Design imem_loader, sky130hd; sources not shown.
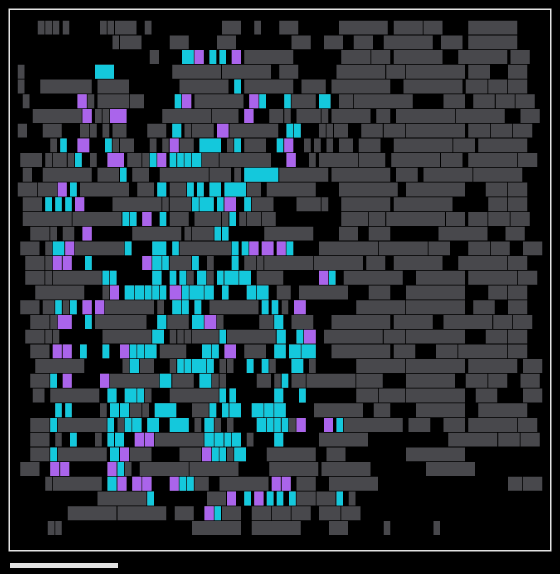
Figure 1: run 1, gate-type map.
Bar = 20 um.
Cyan is nand cells, cells 168, most used nand2_1. Purple is aoi and oai cells, cells 60, most used o21ai_0.
most frequent standard cell in the layout excluding fill and tap cells: nand2_1
combinational share of cell area: 0.293
post-route insts no fill: 739

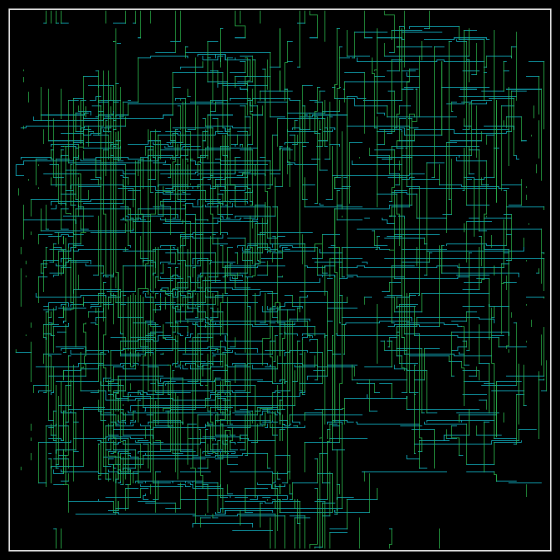
Figure 2: run 1, wiring by layer.
Two of the layers only.
Cyan is metal 1, wire length 4540 um. Green is metal 2, wire length 5610 um.
wire length reported by the detailed router: 10900 um
Global Route Usage Sum: 0.227
Vias: 3842
average wire length per cell after detail routing: 14.8 um

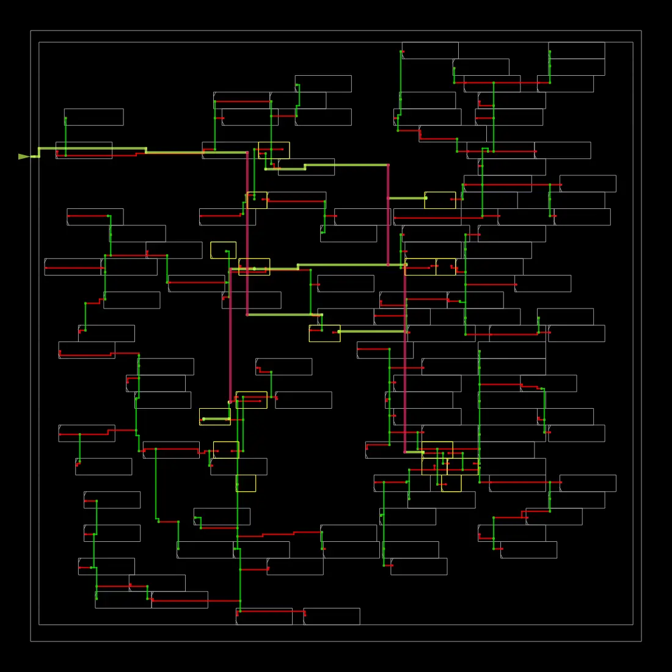
Figure 3: run 1, clock routing.
worst skew pair latency: 0.37 ns
# clk buffers: 9
total clock buffers created by CTS: 9
clock sinks: 110
flop count: 110

==> flow_summary.ini, run 1 <==
; yosys + openroad results
[outcome]
outcome = finished, violations left
violations = negative setup slack

[logic_synthesis]
count_of_mapped_cells_out_of_synthesis = 495
yosys_warnings = 0
synth_area_per_cell_um2 = 10.1
netlist_cell_types = 32
ys_cells = 495

[finish]
antenna-diode-count = 0
final_nets = 638
fillers = 694
share_of_final_layout_standard_cells_stronger_than_drive_strength_1 = 0.207
layout-area-overhead-vs-synth_pct = 28.5

[place]
routabilityCongestion = 0.908
detailed_place_hpwl_um = 8000
place_area_um2 = 6040

[critical_path]
cp_data_arrival_time_ns = 2.12
startpoint_type = register
critical_path.top_delay_family = simple AND/OR/NAND/NOR gates
rrSetupSlack_ns = -0.007
critPathSlowestCell = dfrtp_1
worstPathBufferInverterCount = 1
critPathKind = reg2reg
critPathMostFrequentCell = nand2_1

[timing]
fmax_mhz = 553
timing.hold.ws_ns = 0.427
final-setup-viol-count = 1
final.setup.worst_slack_ns = -0.00748
rsz_0062_raised_after_global_routing = true

[global_route]
first_pass_grt_wire_length_um = 17400
antenna_violations_before_repair = 0
top_usage_layer = met2
grt_max_degree = 48
gr-usage-met3 = 0.0397
met2_usage = 0.405

[power]
ir_worst_vdd_v = 0.000406

[route]
dr.first_iter.drc_count = 200
post-route-drc-count = 0
post_drt_via_cell_ratio = 5.20

[clock_network]
clk_path_buf_depth = 2
clock_tree.root_cell = clkbuf_8

[job]
stage_log_warnings = 30

[floorplanning]
floorplan.rows = 35
placeableCoreArea_um2 = 9240

[worst_hold_path]
timing.hold.worst.class = in2async
run 1: routing by layer:
layer	wire (um)	vias to the layer above
met2	5610	140
met3	592	18
met1	4540	1843
met4	172	0
li1	-	1841
met5	0	-
run 1: area by class of cell:
type	instances	area, um2	share of cell area
Inverter	55	206	0.0323
Sequential cell	110	2880	0.450
Tap cell	129	161	0.0252
Multi-Input combinational cell	318	1870	0.293
Timing Repair Buffer	111	1080	0.169
Clock buffer	9	124	0.0194
Clock inverter	7	68.8	0.0108
run 1: cells by family (layout without fill, tap and decap cells):
group           after synthesis  count (layout)  synth area share
compound gates               60              60            0.0639
fa+ha+maj                     5               5            0.0126
other cells                   1              15          0.000754
flops                       110             110             0.577
simple gates                203             203             0.187
xor+xnor                      3               3           0.00528
mux                          32              32            0.0739
buf+inv                      81             182            0.0797
run 1: cell usage after synthesis:
cell type,number,area (um2)
a21oi_1,2,10.0
a21oi_2,1,8.76
a22oi_1,1,7.51
buf_2,2,10.0
buf_4,16,120
buf_6,4,45.0
clkbuf_1,4,15.0
conb_1,1,3.75
dfrtp_1,86,2150
edfxtp_1,24,721
ha_1,5,62.6
inv_1,50,188
inv_2,5,18.8
mux2_2,30,338
mux2_4,2,30.0
nand2_1,113,424
nand2_2,3,18.8
nand3_1,34,170
nand3b_1,6,45.0
nand4_1,12,75.1
nor2_1,22,82.6
nor2_2,2,12.5
nor2_4,3,33.8
nor3_1,3,15.0
nor3_4,2,32.5
nor4_1,2,12.5
o21ai_0,40,200
o21ai_1,7,35.0
o22ai_1,9,56.3
or2_2,1,6.26
xnor2_1,1,8.76
xor2_1,2,17.5
run 1: timing repair:
action                                  4_1_cts  5_1_grt
pin swaps                                     2       19
gates cloned                                  0        0
hold endpoints to repair                     23        0
gates resized                                24       39
endpoints found under the setup margin        7        8
hold buffers                                  1        0
buffers inserted                              1        5
run 1: stage by stage:
step	total power [mW]	worst slack, ns	util
6_report	4.46	-0.00748	0.692
5_1_grt	4.63	-0.126	0.692
4_1_cts	4.49	0.000603	0.678
3_5_place_dp	3.05	-0.0710	0.653
3_3_place_gp	3.04	-0.0513	0.653
2_1_floorplan	2.88	0.0880	-
run 1: report_power, final:
part / switching [mW] / internal (mW)
logic: 0.218 / 0.149
clock network: 0.900 / 0.551
registers: 0.0413 / 2.60
total: 1.16 / 3.30
run 1: worst register-to-register path: stages, from the launching register on:
cell,delay (ns)
dfrtp_1,0.43
ha_4,0.20
nand2_4,0.06
buf_4,0.13
nand2_1,0.11
xor2_1,0.16
nand2_1,0.09
nor3_2,0.21
nand3_1,0.11
o21ai_1,0.14
nand2_1,0.06
nand2_1,0.07
Figure 4. Pin placement (run 1).
Pins as bars across the die edge, other pins in gray.
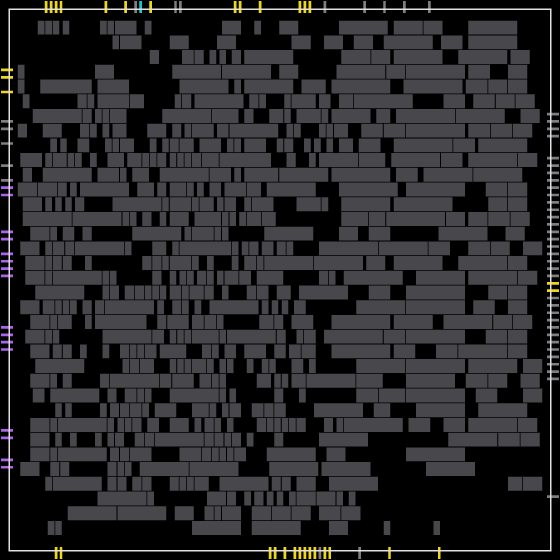

--- run 2 (diff from run 1) ---
Settings changed: CORE_MARGIN set to 5.
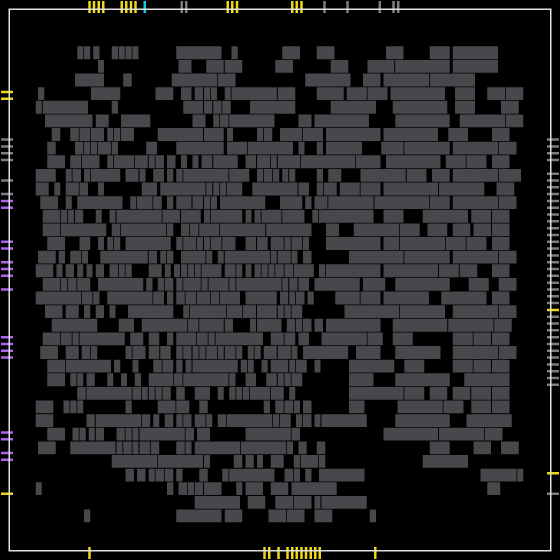
Figure 5: run 2, pin placement.
Pins as bars across the die edge, other pins in gray.
Yellow is `mem_addr_o`, pins 32, direction output, edge 14 top, 13 bottom, 3 left, 2 right. Cyan is `core_rst_o`, pins 1, direction output, edge top. Purple is `len_i`, pins 16, direction input, edge left.
All pins by edge: 38 right, 25 left, 22 top, 13 bottom.
DIE WIDTH: 108 um
count of input and output buffers: 82
Die Height: 108 um

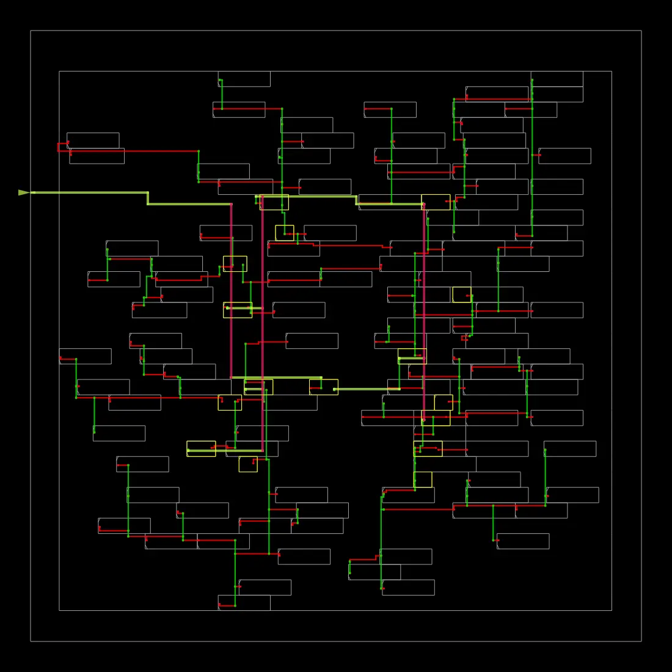
Figure 6: run 2, clock routing.
Clk power: 1.46 mW
setup skew after layout: 0.0103 ns

==> flow_summary.ini, run 2 <==
; yosys + openroad results
[outcome]
outcome = finished, violations left
violations = negative hold slack, negative setup slack

[timing]
hold_violations = 1
final-setup-viol-count = 1
timing.hold.ws_ns = -0.00310
rsz_0062_raised_after_global_routing = true
final.setup.worst_slack_ns = -0.0889

[logic_synthesis]
netlist_cell_types = 32
yosys-top-cells-count = nand2_1 (113), dfrtp_1 (86), inv_1 (50)
count_of_mapped_cells_out_of_synthesis = 495
synth-edff-count = 24
synth.largest_area_cell = dfrtp_1
synth_area_per_cell_um2 = 10.1
ys_cells = 495
top_cell_area_share = 0.432

[place]
detailed_place_hpwl_um = 8250
routabilityCongestion = 0.905

[critical_path]
critPathSlowestCell = dfrtp_1
cp_data_arrival_time_ns = 2.21
startpoint_type = register
worstPathBufferInverterCount = 1
critPathKind = reg2reg
critPathMostFrequentCell = nand2_1

[power]
share_clk_of_total_power = 0.326
switchingPower_mw = 1.17
finalPower_mw = 4.47

[finish]
antenna-diode-count = 0
final_common_cell = nand2_1
fillers = 686

[clock_network]
cts-buffers-inserted = 9
tritoncts_num_sinks = 110

[floorplanning]
floorplan.rows = 35
placeableCoreArea_um2 = 9280

[global_route]
first_pass_grt_wire_length_um = 18600
grt_max_degree = 87

[route]
routed-via-count = 3899
wire_length_reported_by_the_detailed_router_um = 11700

[worst_hold_path]
timing.hold.worst.class = in2async
run 2: timing repair:
action / 4_1_cts / 5_1_grt
pin swaps: 2 / 29
hold buffers: 0 / 0
buffers inserted: 2 / 7
gates resized: 28 / 55
endpoints found under the setup margin: 7 / 32
run 2: area by class of cell:
class | instances | area, um2 | share of cell area
well taps | 129 | 161 | 0.0249
flip-flops and latches | 110 | 2880 | 0.445
clock buffers | 9 | 124 | 0.0191
inverters | 55 | 211 | 0.0327
multi-input cells | 318 | 1930 | 0.299
clock inverters | 7 | 66.3 | 0.0102
repair buffers | 114 | 1100 | 0.169
run 2: kinds of logic (layout without fill, tap and decap cells):
| family | count (synthesis) | in the layout | synth area share |
|---|---|---|---|
| AND/OR/NAND/NOR | 203 | 203 | 0.187 |
| flip-flops | 110 | 110 | 0.577 |
| buffers and inverters | 81 | 185 | 0.0797 |
| AND-OR/OR-AND | 60 | 60 | 0.0639 |
| multiplexers | 32 | 32 | 0.0739 |
| adder cells (fa/ha/maj) | 5 | 5 | 0.0126 |
| XOR/XNOR | 3 | 3 | 0.00528 |
| other | 1 | 15 | 0.000754 |
run 2: power groups by stage:
stage	registers (mW)	clock network, mW	logic, mW
global placement	2.69	0	0.353
CTS	2.64	1.47	0.364
detailed placement	2.69	0	0.362
finish	2.64	1.46	0.370
floorplan	2.70	0	0.185
global route	2.65	1.60	0.411
run 2: through the flow:
step                      cells  TNS [ns]  cell area [um2]  hold slack (ns)  utilization
after floorplan             509         0             5030           0.0644            -
after global placement      717   -0.0533             6020            0.434        0.648
after detailed placement    717   -0.0566             6020            0.437        0.648
after CTS                   735  -0.00387             6250           0.0399        0.674
after global routing        742    -0.321             6470           0.0244        0.697
final                       742   -0.0889             6470         -0.00310        0.697
run 2: per-layer routing:
layer,global-route usage,part of all wire
met4,0.0694,0.022
met3,0.0366,0.061
met1,0.255,0.41
met5,0,0
met2,0.350,0.51
Power is estimated from default activity; no workload was simulated.
